[config.mk]
export PLATFORM = sky130hd
export DESIGN_NAME = lsu_mem_stage_flat
export DESIGN_NICKNAME = d
export VERILOG_FILES = /design/src/rtl/lsu_pkg.sv /design/src/rtl/lsu_mem_stage_if.sv /design/src/rtl/lsu_load_align.sv /design/src/rtl/lsu_mem_stage.sv /design/src/flat_wrapper.sv
export SDC_FILE = /design/constraint.sdc
export NUM_CORES = 1
export LEC_CHECK = 0
export ABC_AREA = 1
export CAP_MARGIN = 20
export CORE_ASPECT_RATIO = 1.2
export CORE_MARGIN = 8
export CORE_UTILIZATION = 35
export DETAILED_ROUTE_END_ITERATION = 8
export GPL_TIMING_DRIVEN = 0
export PLACE_DENSITY = 0.68
export SLEW_MARGIN = 20
export SYNTH_ARGS = -nofsm -noshare
export SYNTH_HDL_FRONTEND = slang
export SYNTH_SLANG_ARGS = --single-unit
[constraint.sdc]
create_clock -name clk -period 1.6 [get_ports clk]
set_input_delay 0.24 -clock clk [delete_from_list [all_inputs] [get_ports clk]]
set_output_delay 0.24 -clock clk [all_outputs]
set_load 0.1 [all_outputs]
[src/rtl/lsu_pkg.sv]
// Shared types and helpers for the MEM-stage load/store unit.
package lsu_pkg;

  localparam logic [2:0] F3_B  = 3'b000;
  localparam logic [2:0] F3_H  = 3'b001;
  localparam logic [2:0] F3_W  = 3'b010;
  localparam logic [2:0] F3_BU = 3'b100;
  localparam logic [2:0] F3_HU = 3'b101;

  typedef enum logic [1:0] {
    IDLE,
    REQ,
    WAIT_R
  } lsu_state_t;

  // Unknown funct3 codes behave as word accesses, so they need full alignment.
  function automatic logic is_misaligned(input logic [2:0] funct3, input logic [1:0] offset);
    case (funct3)
      F3_B, F3_BU: is_misaligned = 1'b0;
      F3_H, F3_HU: is_misaligned = offset[0];
      default:     is_misaligned = (offset != 2'b00);
    endcase
  endfunction

endpackage

[src/rtl/lsu_mem_stage_if.sv]
// Data-memory request/grant/rvalid bus between the load/store unit and memory.
interface lsu_mem_stage_if;
  logic        dm_req;
  logic [31:0] dm_addr;
  logic [3:0]  dm_we;
  logic [31:0] dm_wdata;
  logic        dm_gnt;
  logic        dm_rvalid;
  logic [31:0] dm_rdata;

  modport master (
    output dm_req, dm_addr, dm_we, dm_wdata,
    input  dm_gnt, dm_rvalid, dm_rdata
  );

  modport slave (
    input  dm_req, dm_addr, dm_we, dm_wdata,
    output dm_gnt, dm_rvalid, dm_rdata
  );
endinterface

[src/rtl/lsu_load_align.sv]
// Selects the addressed byte/half/word of a read word and extends it to 32 bits.
module lsu_load_align
  import lsu_pkg::*;
(
  input  logic [31:0] rdata,
  input  logic [1:0]  offset,
  input  logic [2:0]  funct3,
  output logic [31:0] data
);

  logic [7:0]  byte_sel;
  logic [15:0] half_sel;

  always_comb begin
    byte_sel = rdata[7:0];
    case (offset)
      2'd0:    byte_sel = rdata[7:0];
      2'd1:    byte_sel = rdata[15:8];
      2'd2:    byte_sel = rdata[23:16];
      default: byte_sel = rdata[31:24];
    endcase
    half_sel = offset[1] ? rdata[31:16] : rdata[15:0];

    case (funct3)
      F3_B:    data = {{24{byte_sel[7]}}, byte_sel};
      F3_BU:   data = {24'd0, byte_sel};
      F3_H:    data = {{16{half_sel[15]}}, half_sel};
      F3_HU:   data = {16'd0, half_sel};
      default: data = rdata;
    endcase
  end

endmodule

[src/rtl/lsu_mem_stage.sv]
// MEM-stage load/store unit: one access per EX handshake, registered load
// result to write-back, misalignment and timeout detection.
module lsu_mem_stage
  import lsu_pkg::*;
#(
  parameter int MAX_WAIT = 255,
  parameter int CNT_W    = 8
) (
  input  logic                   clk,
  input  logic                   rst_n,
  input  logic                   ex_valid,
  output logic                   ex_ready,
  input  logic                   ex_is_load,
  input  logic                   ex_is_store,
  input  logic [2:0]             ex_funct3,
  input  logic [31:0]            ex_addr,
  input  logic [31:0]            ex_wdata,
  input  logic [4:0]             ex_rd,
  lsu_mem_stage_if.master        dm,
  output logic                   wb_valid,
  output logic [4:0]             wb_rd,
  output logic [31:0]            memdata,
  output logic                   stall,
  output logic                   misalign_err,
  output logic                   timeout_err
);

  lsu_state_t state_q, state_d;
  logic [CNT_W-1:0] cnt_q, cnt_d;
  logic [31:0] addr_q, addr_d, wdata_q, wdata_d, memdata_q, memdata_d;
  logic [3:0]  we_q, we_d;
  logic [1:0]  offset_q, offset_d;
  logic [2:0]  funct3_q, funct3_d;
  logic [4:0]  rd_q, rd_d, wb_rd_q, wb_rd_d;
  logic        is_load_q, is_load_d;
  logic        wb_valid_q, wb_valid_d, misalign_q, misalign_d, timeout_q, timeout_d;

  logic        accept, misaligned, timed_out;
  logic [3:0]  store_we;
  logic [31:0] store_wdata, load_data;

  lsu_load_align u_align (
    .rdata  (dm.dm_rdata),
    .offset (offset_q),
    .funct3 (funct3_q),
    .data   (load_data)
  );

  assign ex_ready   = (state_q == IDLE);
  assign accept     = ex_valid && ex_ready && (ex_is_load || ex_is_store);
  assign stall      = !ex_ready || accept;
  assign misaligned = is_misaligned(ex_funct3, ex_addr[1:0]);
  assign timed_out  = (cnt_q >= CNT_W'(MAX_WAIT - 1));

  assign dm.dm_req   = (state_q == REQ);
  assign dm.dm_addr  = addr_q;
  assign dm.dm_we    = we_q;
  assign dm.dm_wdata = wdata_q;
  assign wb_valid     = wb_valid_q;
  assign wb_rd        = wb_rd_q;
  assign memdata      = memdata_q;
  assign misalign_err = misalign_q;
  assign timeout_err  = timeout_q;

  // Little-endian lane replication so memory can pick any lane with dm_we.
  always_comb begin
    store_we    = 4'b1111;
    store_wdata = ex_wdata;
    case (ex_funct3)
      F3_B, F3_BU: begin
        store_we    = 4'b0001 << ex_addr[1:0];
        store_wdata = {4{ex_wdata[7:0]}};
      end
      F3_H, F3_HU: begin
        store_we    = ex_addr[1] ? 4'b1100 : 4'b0011;
        store_wdata = {2{ex_wdata[15:0]}};
      end
      default: ;
    endcase
  end

  always_comb begin
    state_d    = state_q;
    cnt_d      = cnt_q;
    addr_d     = addr_q;
    wdata_d    = wdata_q;
    we_d       = we_q;
    offset_d   = offset_q;
    funct3_d   = funct3_q;
    rd_d       = rd_q;
    is_load_d  = is_load_q;
    memdata_d  = memdata_q;
    wb_rd_d    = wb_rd_q;
    wb_valid_d = 1'b0;
    misalign_d = 1'b0;
    timeout_d  = 1'b0;

    case (state_q)
      IDLE: begin
        if (accept) begin
          cnt_d = '0;
          if (misaligned) begin
            misalign_d = 1'b1;
          end else begin
            state_d   = REQ;
            addr_d    = {ex_addr[31:2], 2'b00};
            offset_d  = ex_addr[1:0];
            funct3_d  = ex_funct3;
            rd_d      = ex_rd;
            is_load_d = ex_is_load;
            we_d      = ex_is_load ? 4'b0000 : store_we;
            wdata_d   = store_wdata;
          end
        end
      end
      // A load granted on the final allowed cycle still times out.
      REQ: begin
        if (dm.dm_gnt && !is_load_q) begin
          state_d = IDLE;
        end else if (timed_out) begin
          state_d   = IDLE;
          timeout_d = 1'b1;
        end else begin
          cnt_d = cnt_q + 1'b1;
          if (dm.dm_gnt) state_d = WAIT_R;
        end
      end
      WAIT_R: begin
        if (dm.dm_rvalid) begin
          state_d    = IDLE;
          memdata_d  = load_data;
          wb_valid_d = 1'b1;
          wb_rd_d    = rd_q;
        end else if (timed_out) begin
          state_d   = IDLE;
          timeout_d = 1'b1;
        end else begin
          cnt_d = cnt_q + 1'b1;
        end
      end
      default: state_d = IDLE;
    endcase
  end

  always_ff @(posedge clk) begin
    if (!rst_n) begin
      state_q    <= IDLE;
      cnt_q      <= '0;
      addr_q     <= '0;
      wdata_q    <= '0;
      we_q       <= '0;
      offset_q   <= '0;
      funct3_q   <= '0;
      rd_q       <= '0;
      is_load_q  <= 1'b0;
      memdata_q  <= '0;
      wb_rd_q    <= '0;
      wb_valid_q <= 1'b0;
      misalign_q <= 1'b0;
      timeout_q  <= 1'b0;
    end else begin
      state_q    <= state_d;
      cnt_q      <= cnt_d;
      addr_q     <= addr_d;
      wdata_q    <= wdata_d;
      we_q       <= we_d;
      offset_q   <= offset_d;
      funct3_q   <= funct3_d;
      rd_q       <= rd_d;
      is_load_q  <= is_load_d;
      memdata_q  <= memdata_d;
      wb_rd_q    <= wb_rd_d;
      wb_valid_q <= wb_valid_d;
      misalign_q <= misalign_d;
      timeout_q  <= timeout_d;
    end
  end

endmodule

[src/flat_wrapper.sv]
// flat-port wrapper written by rule: the top's interface ports become plain ports
module lsu_mem_stage_flat import lsu_pkg::*;
#(
  parameter int MAX_WAIT = 255,
  parameter int CNT_W    = 8
)
  (clk, rst_n, ex_valid, ex_ready, ex_is_load, ex_is_store, ex_funct3, ex_addr, ex_wdata, ex_rd, wb_valid, wb_rd, memdata, stall, misalign_err, timeout_err, dm_dm_req, dm_dm_addr, dm_dm_we, dm_dm_wdata, dm_dm_gnt, dm_dm_rvalid, dm_dm_rdata);
  lsu_mem_stage_if dm_i ();
  input  logic clk;
  input  logic rst_n;
  input  logic ex_valid;
  output logic ex_ready;
  input  logic ex_is_load;
  input  logic ex_is_store;
  input  logic [2:0] ex_funct3;
  input  logic [31:0] ex_addr;
  input  logic [31:0] ex_wdata;
  input  logic [4:0] ex_rd;
  output logic wb_valid;
  output logic [4:0] wb_rd;
  output logic [31:0] memdata;
  output logic stall;
  output logic misalign_err;
  output logic timeout_err;
  output wire logic [$bits(dm_i.dm_req)-1:0] dm_dm_req;
  output wire logic [$bits(dm_i.dm_addr)-1:0] dm_dm_addr;
  output wire logic [$bits(dm_i.dm_we)-1:0] dm_dm_we;
  output wire logic [$bits(dm_i.dm_wdata)-1:0] dm_dm_wdata;
  input wire logic [$bits(dm_i.dm_gnt)-1:0] dm_dm_gnt;
  input wire logic [$bits(dm_i.dm_rvalid)-1:0] dm_dm_rvalid;
  input wire logic [$bits(dm_i.dm_rdata)-1:0] dm_dm_rdata;
  assign dm_dm_req = dm_i.dm_req;
  assign dm_dm_addr = dm_i.dm_addr;
  assign dm_dm_we = dm_i.dm_we;
  assign dm_dm_wdata = dm_i.dm_wdata;
  assign dm_i.dm_gnt = dm_dm_gnt;
  assign dm_i.dm_rvalid = dm_dm_rvalid;
  assign dm_i.dm_rdata = dm_dm_rdata;
  lsu_mem_stage #(.MAX_WAIT(MAX_WAIT), .CNT_W(CNT_W)) u_core (.clk(clk), .rst_n(rst_n), .ex_valid(ex_valid), .ex_ready(ex_ready), .ex_is_load(ex_is_load), .ex_is_store(ex_is_store), .ex_funct3(ex_funct3), .ex_addr(ex_addr), .ex_wdata(ex_wdata), .ex_rd(ex_rd), .dm(dm_i), .wb_valid(wb_valid), .wb_rd(wb_rd), .memdata(memdata), .stall(stall), .misalign_err(misalign_err), .timeout_err(timeout_err));
endmodule
port_nets.png
Scale: 2 px per um.
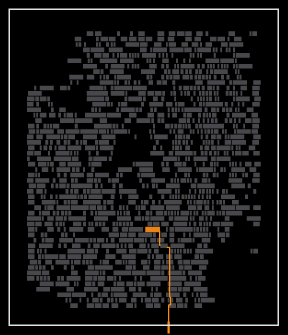
Key: orange = `misalign_err` [direction output, end cells 1, buffers 1, wire 48.6 um]
number of primary I/O pins: 222
port bufs: 217

final_clocks.png
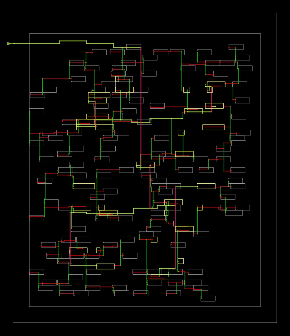
FF+latch count: 127
cts bufs inserted: 17

clock_map.png
Scale: 3 px per um.
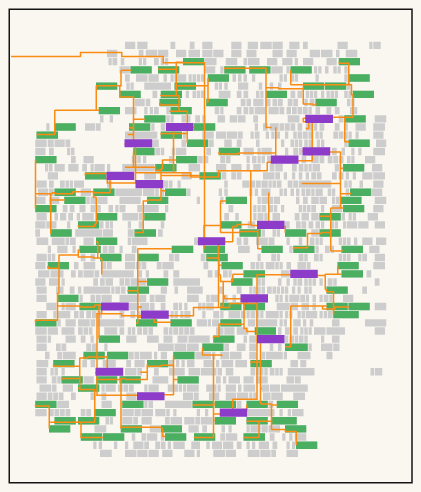
Key: purple = cells driving clock nets [count 17]; orange = clock wires [length 1790 um]; green = flip-flops [count 127]
There are 18 routed clock nets.
Clock group: 4.10 mW
Clock Latency Late Sink: 0.43 ns
Worst Skew: 0.00852 ns
fraction of power consumed by the clock network: 25.3%

met2.png
Scale: 3 px per um.
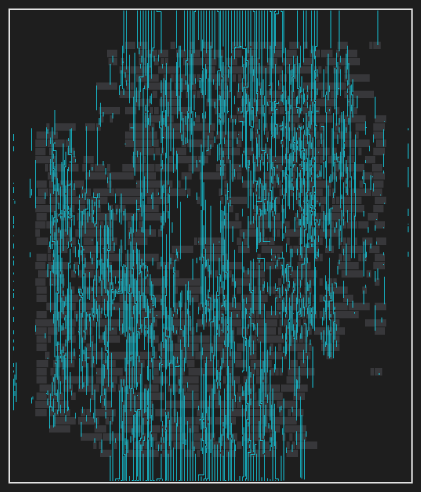
The longest straight run is 52.0 um. The layer holds 50% of the routed length. 958 nets have wire on it. The wires run mostly vertical. The layer carries 11100 um of wire.

cell_classes.png
Scale: 2 px per um. Fill, decap, tap and diode cells in grey.
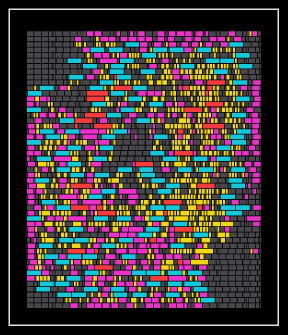
Key: cyan = flip-flops [cells 127, share of their area 28%]; red = clock drivers and dummy loads [cells 32, share of their area 6.7%]; yellow = all other logic [cells 649, share of their area 34%]; magenta = other buffers and delay cells [cells 299, share of their area 32%]
sequential portion of the cell area: 26.8%
utilization of the core after routing: 58.6%

layout make-up:
cell class                 count  area share (%)
multi-input combinational    588            30.1
timing repair buffer         248            27.0
sequential                   127            26.8
clock buffer                  18            4.50
buffer                        51            4.29
tap                          212            2.78
inverter                      61            2.58
clock inverter                14            2.02
worst max-delay path: stages (launching register included):
cell	delay, ns
sky130_fd_sc_hd__dfxtp_4	0.35
sky130_fd_sc_hd__inv_4	0.06
sky130_fd_sc_hd__ha_4	0.17
sky130_fd_sc_hd__nand2_4	0.05
sky130_fd_sc_hd__nor2_4	0.12
sky130_fd_sc_hd__inv_2	0.07
sky130_fd_sc_hd__nand2_8	0.08
sky130_fd_sc_hd__buf_12	0.17
power by group:
part	switching (mW)	internal, mW	total, mW
Sequential	0.281	3.67	3.95
Clock	1.49	2.60	4.10
Combinational	5.73	2.41	8.13
==> impl_metrics.ini <==
; flow metrics
[global_routing]
grt.met2_usage_pct = 33.9
grt_use_met1_pct = 22.6
global_route.overflow_total = 0
grt-busiest-layer = met2

[yosys]
synthDistinctLibCells = 34
ys_cells = 828
yosysTopAreaCell = sky130_fd_sc_hd__dfxtp_1
synth-xor-area-share_pct = 0.451
top_cells_by_area = sky130_fd_sc_hd__dfxtp_1 44%, sky130_fd_sc_hd__nor2_1 11%, sky130_fd_sc_hd__nand2_1 8.7%, sky130_fd_sc_hd__o21ai_0 7.3%, sky130_fd_sc_hd__a21oi_1 7.2%
post_synth_mux_area_share_pct = 0
async_set_reset_flop_share_out_of_synthesis_pct = 0
ys_chip_area_sq_mm = 0.00582

[final_layout]
layout.cells.most_common_list = 163 x sky130_fd_sc_hd__nor2_1, 134 x sky130_fd_sc_hd__nand2_1, 124 x sky130_fd_sc_hd__dfxtp_1
layout.filler_cells = 1517
final_layout_top_logic_cell = sky130_fd_sc_hd__nor2_1

[clock_tree]
clkSinkCount = 127
cts_tree = done
holdBufCountCts = 0

[outcome]
status = complete, but fails checks
violated_checks = negative setup slack

[die]
core.rowCount = 51
chip_area_sq_mm = 0.0210

[route]
met2_wire_len_um = 11100
route.met3.wl_um = 1730
route.vias.total = 6434

[final_timing]
clock.fmax_mhz = 576
timing.final.setup_violations = 32
worst_margin_slew_ns = 0.799
timing.final.ws_setup_ns = -0.136

[flow_run]
max_cap_violations = 0

[worst_setup_path]
worst_setup_path_end_kind = output pin
path_class = register to output pin
worstSetupStartpoint = u_core.state_q[0]
worstPathMaxFanout = 4

[pwr]
vdd_drop_max_mv = 0.741
Power and IR drop assume default switching activity.
